Register map, names as in the netlist:
Bar = 20 µm. Other sequential cells in the stronger gray, the rest of the logic in the fainter gray.
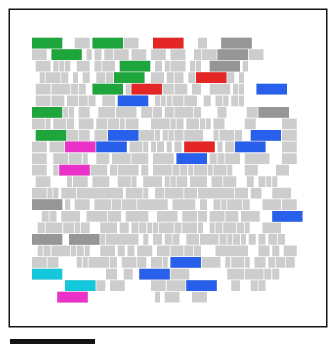
Metal layers overlaid:
Two of the layers only.
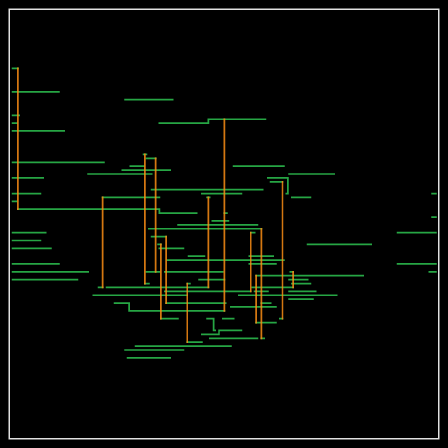
### config.mk
export PLATFORM = sky130hd
export DESIGN_NAME = ai_paddle_driver
export DESIGN_NICKNAME = d
export VERILOG_FILES = /design/src/rtl/ai_paddle_driver.sv
export SDC_FILE = /design/constraint.sdc
export NUM_CORES = 1
export LEC_CHECK = 0
export CORE_MARGIN = 5
export CORE_UTILIZATION = 62
export CTS_BUF_LIST = sky130_fd_sc_hd__clkbuf_8
export DETAILED_ROUTE_END_ITERATION = 6
export PLACE_DENSITY = 0.95
export SYNTH_ARGS = -nofsm -noshare
export SYNTH_HDL_FRONTEND = slang
export SYNTH_SLANG_ARGS = --single-unit
### constraint.sdc
create_clock -name clk -period 13.5 [get_ports clk]
set_input_delay 1.35 -clock clk [delete_from_list [all_inputs] [get_ports clk]]
set_output_delay 1.35 -clock clk [all_outputs]
set_load 0.02 [all_outputs]
### src/rtl/ai_paddle_driver.sv
// Purpose : integrates the AI's per-frame action into the AI paddle centre y, with speed ramp and clamping.
// Latency : tick at edge k -> action sampled at edge k+SETTLE_CYC -> paddle_posy/update_valid at edge k+SETTLE_CYC+1.
// Backpres: none; ticks arriving while a frame is in flight are dropped and flagged in sticky overrun.
//
// Ports:
//   clk, rst          system clock, synchronous active-high reset
//   enable            respond to frame ticks when high; hold position otherwise
//   frame_tick        one-cycle pulse per game frame
//   action            1 = stay, 2 = up (+y), 3 = down (-y); other codes invalid
//   paddle_posy       registered paddle centre (signed)
//   speed             current step magnitude
//   update_valid      one-cycle pulse when paddle_posy takes its per-frame value
//   hit_limit         one-cycle pulse with update_valid when the position was clamped
//   overrun           sticky flag: a tick arrived while a frame was still in flight
//   err_cnt           saturating count of invalid actions sampled
module ai_paddle_driver #(
  parameter int Y_MIN      = 0,
  parameter int Y_MAX      = 480,
  parameter int HALF_PAD   = 40,
  parameter int Y_INIT     = 240,
  parameter int BASE_SPEED = 4,
  parameter int ACCEL      = 2,
  parameter int MAX_SPEED  = 12,
  parameter int SETTLE_CYC = 3
) (
  input  logic               clk,
  input  logic               rst,
  input  logic               enable,
  input  logic               frame_tick,
  input  logic [2:0]         action,
  output logic signed [10:0] paddle_posy,
  output logic [3:0]         speed,
  output logic               update_valid,
  output logic               hit_limit,
  output logic               overrun,
  output logic [7:0]         err_cnt
);

  typedef enum logic [1:0] {IDLE, WAIT, APPLY} state_t;
  typedef enum logic [1:0] {DIR_STAY, DIR_UP, DIR_DOWN} dir_t;

  localparam int CNT_W = (SETTLE_CYC > 1) ? $clog2(SETTLE_CYC) : 1;

  // Clamp bounds for the paddle centre, held in the 12-bit move domain.
  localparam logic signed [11:0] POS_LO = 12'(Y_MIN + HALF_PAD);
  localparam logic signed [11:0] POS_HI = 12'(Y_MAX - HALF_PAD);

  state_t             state, state_d;
  logic [CNT_W-1:0]   cnt;
  logic [2:0]         act_q;
  dir_t               last_dir;

  logic               settle_done;
  logic               act_valid;
  dir_t               dir;
  logic [4:0]         spd_sum;
  logic [3:0]         spd_ramp;
  logic [3:0]         spd_new;
  logic signed [11:0] pos_ext;
  logic signed [11:0] step;
  logic signed [11:0] pos_move;
  logic               clamp_lo;
  logic               clamp_hi;
  logic               clamped;
  logic signed [10:0] pos_new;

  assign settle_done = (cnt == CNT_W'(SETTLE_CYC - 1));

  // ---------------------------------------------------------------- FSM
  always_ff @(posedge clk) begin
    if (rst) state <= IDLE;
    else     state <= state_d;
  end

  always_comb begin
    state_d = state;
    case (state)
      IDLE:    if (frame_tick && enable) state_d = WAIT;
      WAIT:    if (settle_done)          state_d = APPLY;
      APPLY:   state_d = IDLE;
      default: state_d = IDLE;
    endcase
  end

  // ------------------------------------------------------- move compute
  always_comb begin
    act_valid = 1'b1;
    dir       = DIR_STAY;
    case (act_q)
      3'd1:    dir = DIR_STAY;
      3'd2:    dir = DIR_UP;
      3'd3:    dir = DIR_DOWN;
      default: act_valid = 1'b0;
    endcase

    // Ramp in 5 bits so speed+ACCEL cannot wrap before saturation.
    spd_sum  = {1'b0, speed} + 5'(ACCEL);
    spd_ramp = (spd_sum > 5'(MAX_SPEED)) ? 4'(MAX_SPEED) : spd_sum[3:0];

    if (dir == DIR_STAY)      spd_new = 4'd0;
    else if (dir == last_dir) spd_new = spd_ramp;
    else                      spd_new = 4'(BASE_SPEED);

    // One extra bit keeps y +/- speed from wrapping before the clamp.
    pos_ext = {paddle_posy[10], paddle_posy};
    step    = signed'({8'd0, spd_new});
    case (dir)
      DIR_UP:   pos_move = pos_ext + step;
      DIR_DOWN: pos_move = pos_ext - step;
      default:  pos_move = pos_ext;
    endcase

    clamp_lo = (pos_move < POS_LO);
    clamp_hi = (pos_move > POS_HI);
    clamped  = clamp_lo | clamp_hi;

    if (clamp_hi)      pos_new = POS_HI[10:0];
    else if (clamp_lo) pos_new = POS_LO[10:0];
    else               pos_new = pos_move[10:0];
  end

  // ------------------------------------------------------------ datapath
  always_ff @(posedge clk) begin
    if (rst) begin
      paddle_posy  <= 11'(Y_INIT);
      speed        <= 4'd0;
      last_dir     <= DIR_STAY;
      cnt          <= '0;
      act_q        <= 3'd1;
      update_valid <= 1'b0;
      hit_limit    <= 1'b0;
      overrun      <= 1'b0;
      err_cnt      <= 8'd0;
    end else begin
      update_valid <= 1'b0;
      hit_limit    <= 1'b0;

      // Includes the APPLY cycle: a tick there is not taken as a new frame.
      if (frame_tick && (state != IDLE)) overrun <= 1'b1;

      case (state)
        IDLE: cnt <= '0;
        WAIT: begin
          cnt <= cnt + CNT_W'(1);
          if (settle_done) act_q <= action;
        end
        APPLY: begin
          paddle_posy  <= pos_new;
          update_valid <= 1'b1;
          hit_limit    <= clamped;
          // A clamp stops the paddle so the next frame starts from rest.
          if (clamped) begin
            speed    <= 4'd0;
            last_dir <= DIR_STAY;
          end else begin
            speed    <= spd_new;
            last_dir <= dir;
          end
          if (!act_valid && (err_cnt != 8'hFF)) err_cnt <= err_cnt + 8'd1;
        end
        default: ;
      endcase
    end
  end

endmodule

==> impl_metrics.yaml <==
# implementation run metrics
outcome:
  status: "finished clean"
pwr:
  power_density_nw_per_um2: 69.99
  p_comb_frac: 0.032
  pg_seq_uw: 104
  power.total_uw: 209.1
  switching_power_uw: 47.02
  p_clk_uw: 98.1
  worst_ir_drop_vdd_mv: 0.06330
synth:
  synthTopLogicFamily: "simple AND/OR/NAND/NOR gates"
  postSynthSeqShare: 0.2724
layout:
  seq_area_um2: 700.7
  buffers: 33
  non_clock_buffer_area_share: 0.1097
  flops: 35
floorplanning:
  dieArea_um2: 5538
  fp.coreArea_um2: 4000
  fp_util: 0.6431
flow_run:
  tool_warnings: 26
worst_setup_path:
  required_ns: 13.74
  startpoint: "act_q[2]"
  r2r_end: "paddle_posy[0]"
hold_path:
  worst_hold_path.endpoint: "overrun"
global_routing:
  track_usage: 0.2574
  grt.overflow.total: 0
final_timing:
  fin_crit_sh: 0.3725
clocking:
  hold_buffers: 0
## Picture notes: 'register map, names as in the netlist'
[magenta] `act_q` | flops: 3
[blue] `paddle_posy` | flops: 11
[cyan] `state` | flops: 2
[red] `speed` | flops: 4 | where: north
[green] `err_cnt` | flops: 8 | where: north-west
not colored: 7

## Picture notes: 'metal layers overlaid'
[orange] metal 4 | wire length: 230 µm
[green] metal 3 | wire length: 579 µm

Power figures rest on the tool's default switching activity, not on a simulated workload.
